==> src/rtl/reg_arbiter_if.sv <==
// reg_arbiter_if: request/data lanes in, grant/stored value/write strobe out
interface reg_arbiter_if #(
    parameter int DATAWIDTH = 8,
    parameter int NREQ      = 4
);
    logic [NREQ-1:0]           req;
    logic [NREQ*DATAWIDTH-1:0] d;
    logic [NREQ-1:0]           gnt;
    logic [DATAWIDTH-1:0]      q;
    logic                      wr;
    modport master (output req, d, input gnt, q, wr);
    modport slave  (input req, d, output gnt, q, wr);
endinterface

==> src/rtl/reg_arbiter.sv <==
// reg_arbiter: round-robin owner of one shared register, bounded write bursts per grant
module reg_arbiter #(
    parameter int DATAWIDTH = 8,
    parameter int NREQ      = 4,
    parameter int MAXHOLD   = 2
) (
    input logic          Clk,
    input logic          Rst,
    reg_arbiter_if.slave bus
);
    localparam int IW = $clog2(NREQ);
    localparam int CW = $clog2(MAXHOLD + 1);

    typedef enum logic {IDLE, GRANT} state_t;

    state_t               state, state_n;
    logic [IW-1:0]        owner, owner_n, ptr, ptr_n, sel;
    logic [CW-1:0]        cnt, cnt_n;
    logic [NREQ-1:0]      gnt, gnt_n;
    logic [DATAWIDTH-1:0] q, q_n;
    logic                 wr, wr_n;

    assign bus.gnt = gnt;
    assign bus.q   = q;
    assign bus.wr  = wr;

    // nearest requester after ptr wins: scan far-to-near so the closest set bit is written last
    always_comb begin
        sel = '0;
        for (int k = NREQ; k >= 1; k--) begin
            if (bus.req[IW'((int'(ptr) + k) % NREQ)]) sel = IW'((int'(ptr) + k) % NREQ);
        end
    end

    // next state: grant on IDLE, write/count/release on GRANT
    always_comb begin
        state_n = state;
        owner_n = owner;
        ptr_n   = ptr;
        cnt_n   = cnt;
        gnt_n   = gnt;
        q_n     = q;
        wr_n    = 1'b0;
        if (state == IDLE) begin
            if (|bus.req) begin
                owner_n = sel;
                gnt_n   = NREQ'(1) << sel;
                cnt_n   = '0;
                state_n = GRANT;
            end
        end else if (bus.req[owner]) begin
            q_n  = DATAWIDTH'(bus.d >> (int'(owner) * DATAWIDTH));
            wr_n = 1'b1;
            cnt_n = (cnt == CW'(MAXHOLD - 1)) ? '0 : cnt + CW'(1);
            if (cnt == CW'(MAXHOLD - 1)) begin
                gnt_n   = '0;
                ptr_n   = owner;
                state_n = IDLE;
            end
        end else begin
            gnt_n   = '0;
            ptr_n   = owner;
            cnt_n   = '0;
            state_n = IDLE;
        end
    end

    // state and registered outputs; reset gives requester 0 first priority
    always_ff @(posedge Clk or negedge Rst) begin
        if (!Rst) begin
            state <= IDLE;
            owner <= '0;
            ptr   <= IW'(NREQ - 1);
            cnt   <= '0;
            gnt   <= '0;
            q     <= '0;
            wr    <= 1'b0;
        end else begin
            state <= state_n;
            owner <= owner_n;
            ptr   <= ptr_n;
            cnt   <= cnt_n;
            gnt   <= gnt_n;
            q     <= q_n;
            wr    <= wr_n;
        end
    end
endmodule

==> src/flat_wrapper.sv <==
// flat-port wrapper written by rule: the top's interface ports become plain ports
module reg_arbiter_flat 
#(
    parameter int DATAWIDTH = 8,
    parameter int NREQ      = 4,
    parameter int MAXHOLD   = 2
)
  (Clk, Rst, bus_req, bus_d, bus_gnt, bus_q, bus_wr);
  reg_arbiter_if #(.DATAWIDTH(DATAWIDTH), .NREQ(NREQ)) bus_i ();
  input logic Clk;
  input logic Rst;
  input wire logic [$bits(bus_i.req)-1:0] bus_req;
  input wire logic [$bits(bus_i.d)-1:0] bus_d;
  output wire logic [$bits(bus_i.gnt)-1:0] bus_gnt;
  output wire logic [$bits(bus_i.q)-1:0] bus_q;
  output wire logic [$bits(bus_i.wr)-1:0] bus_wr;
  assign bus_i.req = bus_req;
  assign bus_i.d = bus_d;
  assign bus_gnt = bus_i.gnt;
  assign bus_q = bus_i.q;
  assign bus_wr = bus_i.wr;
  reg_arbiter #(.DATAWIDTH(DATAWIDTH), .NREQ(NREQ), .MAXHOLD(MAXHOLD)) u_core (.Clk(Clk), .Rst(Rst), .bus(bus_i));
endmodule
==> config.mk <==
export PLATFORM = sky130hd
export DESIGN_NAME = reg_arbiter_flat
export DESIGN_NICKNAME = d
export VERILOG_FILES = /design/src/rtl/reg_arbiter_if.sv /design/src/rtl/reg_arbiter.sv /design/src/flat_wrapper.sv
export SDC_FILE = /design/constraint.sdc
export NUM_CORES = 1
export LEC_CHECK = 0
export CAP_MARGIN = 20
export CORE_ASPECT_RATIO = 0.9
export CORE_UTILIZATION = 36
export DETAILED_ROUTE_END_ITERATION = 7
export PLACE_DENSITY = 0.75
export SYNTH_ARGS = -nofsm -noshare
export SYNTH_HDL_FRONTEND = slang
export SYNTH_SLANG_ARGS = --single-unit
==> constraint.sdc <==
create_clock -name Clk -period 1.4 [get_ports Clk]
set_input_delay 0.14 -clock Clk [delete_from_list [all_inputs] [get_ports Clk]]
set_output_delay 0.14 -clock Clk [all_outputs]
set_load 0.05 [all_outputs]
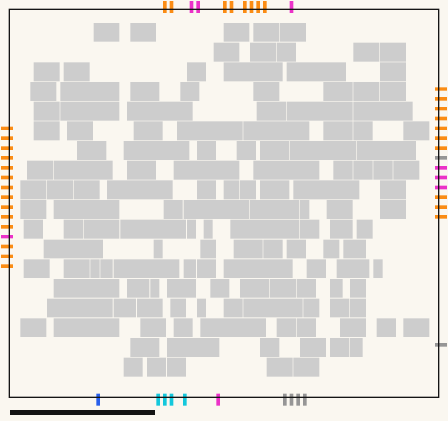
Fig. 1. Pin map (run 1).
The bar under the picture is 20 microns long. Pins as bars across the die edge, other pins in grey.
- Clk: blue (pins 1; direction input; edge bottom)
- bus_gnt: cyan (pins 4; direction output; edge bottom)
- bus_q: magenta (pins 8; direction output; edge 3 right, 3 top, 1 bottom, 1 left)
- bus_d: orange (pins 32; direction input; edge 14 left, 10 right, 8 top)
- all pins by edge: 15 right, 15 left, 11 top, 10 bottom
height of the chip: 53.4 microns
die span in x: 59.1 microns
total of buffers placed on input and output ports: 50

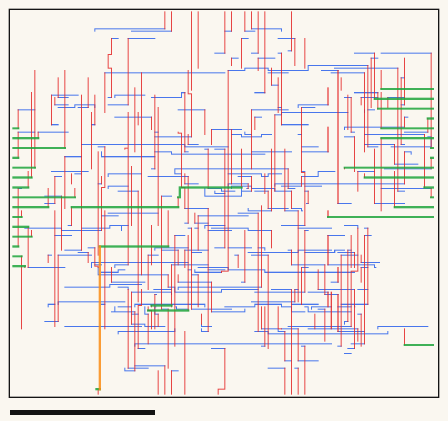
Fig. 2. Wiring by layer (run 1).
The bar under the picture is 20 microns long.
- metal 3: green (wire length 170 microns)
- metal 1: blue (wire length 974 microns)
- metal 2: red (wire length 1250 microns)
- metal 4: orange (wire length 19.7 microns)
total number of vias: 884
routed wire length: 2.41 mm
total routing resource utilization after global routing: 17.6%
routed len/inst: 13.2 microns

==> metrics.log, run 1 <==
[flow] collecting metrics
[metrics] status: finished, violations left
[metrics] violations in the final reports: negative setup slack
[metrics] Non-Clock Inverter Count: 3
[metrics] crit path DAT: approximately 1800 ps
[metrics] global-route met1 utilization: between 20% and 30%
[metrics] achievable frequency: ~620 MHz
[metrics] synth top area cells: sky130_fd_sc_hd__dfrtp_1, sky130_fd_sc_hd__mux4_2, sky130_fd_sc_hd__mux2_2
[metrics] yosys aoi share: 10.9%
[metrics] multi-input combinational cell count: 51
[metrics] pre-CTS setup slack: -390 ps
[metrics] CP max stage cell: sky130_fd_sc_hd__mux4_2
[metrics] biggest cell delay along the critical path: approximately 580 ps
[metrics] total sequential power: ~1.1 mW
[metrics] top logic cell by instance count in the layout: sky130_fd_sc_hd__clkdlybuf4s50_1
[metrics] area fraction of the dominant cell type after synthesis: 42.6%
[metrics] number of gates resized after cts: 1
[metrics] depth of the most critical reg-to-reg path: 4
[metrics] adder-cell share of the synthesized area: 0%
[metrics] reg-to-reg critical path startpoint: u_core.owner[0]
[metrics] Critical Path Sink: u_core.bus.gnt[2]
[metrics] register containing the most flip-flops in the final layout: u_core.bus.q
[metrics] cell taking the most area after synthesis: sky130_fd_sc_hd__dfrtp_1
[metrics] internal power component: between 2 and 2.5 mW
[metrics] final clock skew: around 7.4 ps
[metrics] Final Cycle Share: 115%
[metrics] dominant kind of combinational cell: multiplexers
[metrics] Top Registers: u_core.bus.q (8), u_core.bus.gnt (4)
[metrics] post-CTS setup-driven buffer insertion count: 2
[metrics] wire length of the first global-routing pass: slightly below 4 mm
[metrics] nonclk buf count: 64
[metrics] count of final setup violators: 18
[metrics] core outline area: about 2800 sq um
[metrics] kind of capture point of the worst setup path: flop
[metrics] Leakage Power: about 0.76 nW
[metrics] most used routing layer: met2
[metrics] cell area after synthesis: ~1100 sq um
[metrics] ys async rst share: 100%
[metrics] path class of the lowest-slack min-delay path: in2async
[metrics] vias in the first global route: 886
[metrics] worst hold margin: between 150 and 200 ps
[metrics] Slew headroom: 63.2%
[metrics] power drawn by the clock network: ~0.32 mW
[metrics] final setup slack of the worst path: -211 ps
[metrics] Nets: around 180
[metrics] Total Power: 3.78 mW
[metrics] Layout Area Growth over Synthesis: 64.7%
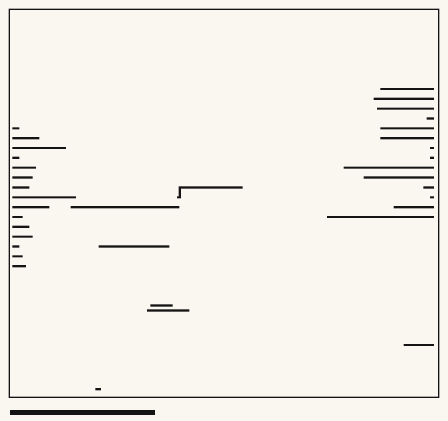
Fig. 3. Signal wires on met3 (run 1).
The bar under the picture is 20 microns long.
- longest straight run: 14.7 microns
- wire length on this layer: 170 microns
- main direction: horizontal
- share of all routed wire: 7.0%
global routing usage on met3: 4.65%

==> inputs of run 2 (changes only) <==
--- a/config.mk
+++ b/config.mk
@@ -9,6 +9,7 @@
 export CORE_ASPECT_RATIO = 0.9
 export CORE_UTILIZATION = 36
 export DETAILED_ROUTE_END_ITERATION = 7
+export MAX_ROUTING_LAYER = met4
 export PLACE_DENSITY = 0.75
 export SYNTH_ARGS = -nofsm -noshare
 export SYNTH_HDL_FRONTEND = slang
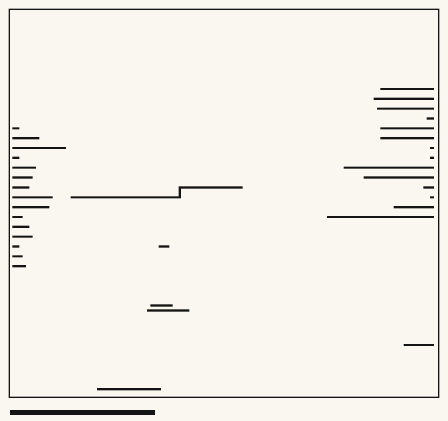
Fig. 4. Signal wires on met3 (run 2).
The bar under the picture is 20 microns long.
routed wire length: 2.41 mm
total number of vias: 883

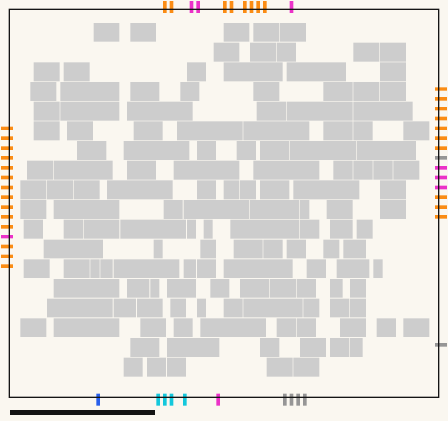
Fig. 5. Pin map (run 2).
The bar under the picture is 20 microns long. Pins as bars across the die edge, other pins in grey.

==> metrics.log, run 2 <==
[flow] collecting metrics
[metrics] status: finished, violations left
[metrics] violations in the final reports: negative setup slack
[metrics] Die ar.: between 3000 and 4000 sq um
[metrics] cell area after synthesis: roughly 1100 sq um
[metrics] post-synthesis xor/xnor area fraction: 0%
[metrics] clock power share: about 8.4%
[metrics] synth top area cells: sky130_fd_sc_hd__dfrtp_1, sky130_fd_sc_hd__mux4_2, sky130_fd_sc_hd__mux2_2
[metrics] path class of the lowest-slack min-delay path: in2async
[metrics] biggest cell delay along the critical path: slightly below 600 ps
[metrics] wire length of the first global-routing pass: about 4.0 mm
[metrics] most used routing layer: met2
[metrics] count of antenna-violating nets left after detailed routing: 0
[metrics] final setup slack of the worst path: -211 ps
[metrics] achievable frequency: roughly 620 MHz
[metrics] global-route met1 utilization: a little over a fifth
[metrics] post-CTS setup-driven buffer insertion count: 2
[metrics] Bufs and invs on worst path: 0
[metrics] total of buffers placed on input and output ports: 50
[metrics] yosys aoi share: a little over a tenth
[metrics] Max Cap Viol: 0
[metrics] pre-CTS setup slack: -390 ps
[metrics] dominant kind of combinational cell: multiplexers
[metrics] CP max stage cell: sky130_fd_sc_hd__mux4_2
[metrics] Total Power: between 3 and 4 mW
[metrics] kind of launch point of the worst setup path: flop
[metrics] Nets: 181
[metrics] area fraction of the dominant cell type after synthesis: a little over two fifths
[metrics] core outline area: about 2800 sq um
[metrics] Top Consumer: combinational cells
[metrics] Non-Clock Inverter Count: 3
[metrics] height of the chip: approximately 53 microns
[metrics] logic gate fraction of the total cell area: between 30% and 40%
[metrics] count of final setup violators: 18
[metrics] worst hold margin: approximately 170 ps
[metrics] hpwl dp: around 2.0 mm
[metrics] crit path DAT: 1800 ps
[metrics] final clock skew: between 7 and 8 ps
[metrics] number of gates resized after cts: 1
[metrics] nets in the synthesized netlist: about 110
[metrics] Top Registers: u_core.bus.q (8), u_core.bus.gnt (4)
[metrics] Final Cycle Share: 115%
[metrics] depth of the most critical reg-to-reg path: 4
[metrics] vias in the first global route: approximately 900
[metrics] Iteration-0 DRC Markers: 11
[metrics] Period minus WS final: roughly 1600 ps
[metrics] top cells by count: sky130_fd_sc_hd__dfrtp_1, sky130_fd_sc_hd__mux4_2, sky130_fd_sc_hd__mux2_2
[metrics] die span in x: around 59 microns
[metrics] largest net degree at the start of global routing: 21
[metrics] fin cells: roughly 180
[metrics] reg-to-reg critical path startpoint: u_core.owner[0]
[metrics] total sequential power: around 1.1 mW
[metrics] kind of capture point of the worst setup path: flop
[metrics] register containing the most flip-flops in the final layout: u_core.bus.q
[metrics] required time of the critical path: 1590 ps
[metrics] Leakage Power: around 0.76 nW
[metrics] Slew headroom: a little over three fifths
[metrics] Layout Area Growth over Synthesis: 64.7%
[metrics] ys async rst share: 100%
[metrics] multi-input combinational cell count: about 50
[metrics] global routing usage on met3: ~4.4%
[metrics] tally of filler cells in the layout: ~240
[metrics] top logic cell by instance count in the layout: sky130_fd_sc_hd__clkdlybuf4s50_1
[metrics] internal power component: between 2 and 2.5 mW
[metrics] slew at the pin closest to its max-slew limit: between 500 and 600 ps
[metrics] final core area utilization: 62.9%
[metrics] power drawn by the clock network: roughly 0.32 mW
[metrics] Critical Path Sink: u_core.bus.gnt[2]
[metrics] Max Fanout on Critical Path: 4
[metrics] total routing resource utilization after global routing: between 10% and 20%
[metrics] Mean Syn Cell Area: approximately 14 sq um
[metrics] adder-cell share of the synthesized area: 0%
[metrics] routed len/inst: approximately 13 microns
[metrics] cell taking the most area after synthesis: sky130_fd_sc_hd__dfrtp_1
[metrics] switching share of power: between 40% and 50%
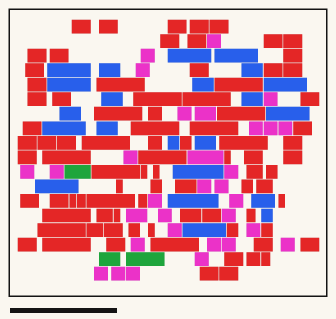
Fig. 6. Drive-strength map (run 2).
The bar under the picture is 20 microns long.
- _2 cells: blue (cells 22; share 15%)
- _3 and _4 cells: magenta (cells 31; share 22%)
- _0 and _1 cells: red (cells 86; share 61%)
- _6 and larger: green (cells 3; share 2.1%)
nonclk buf count: 64
area of all placed cells without fillers: 1740 sq um
final setup slack of the worst path: -211 ps

Power is estimated from default activity; no workload was simulated.
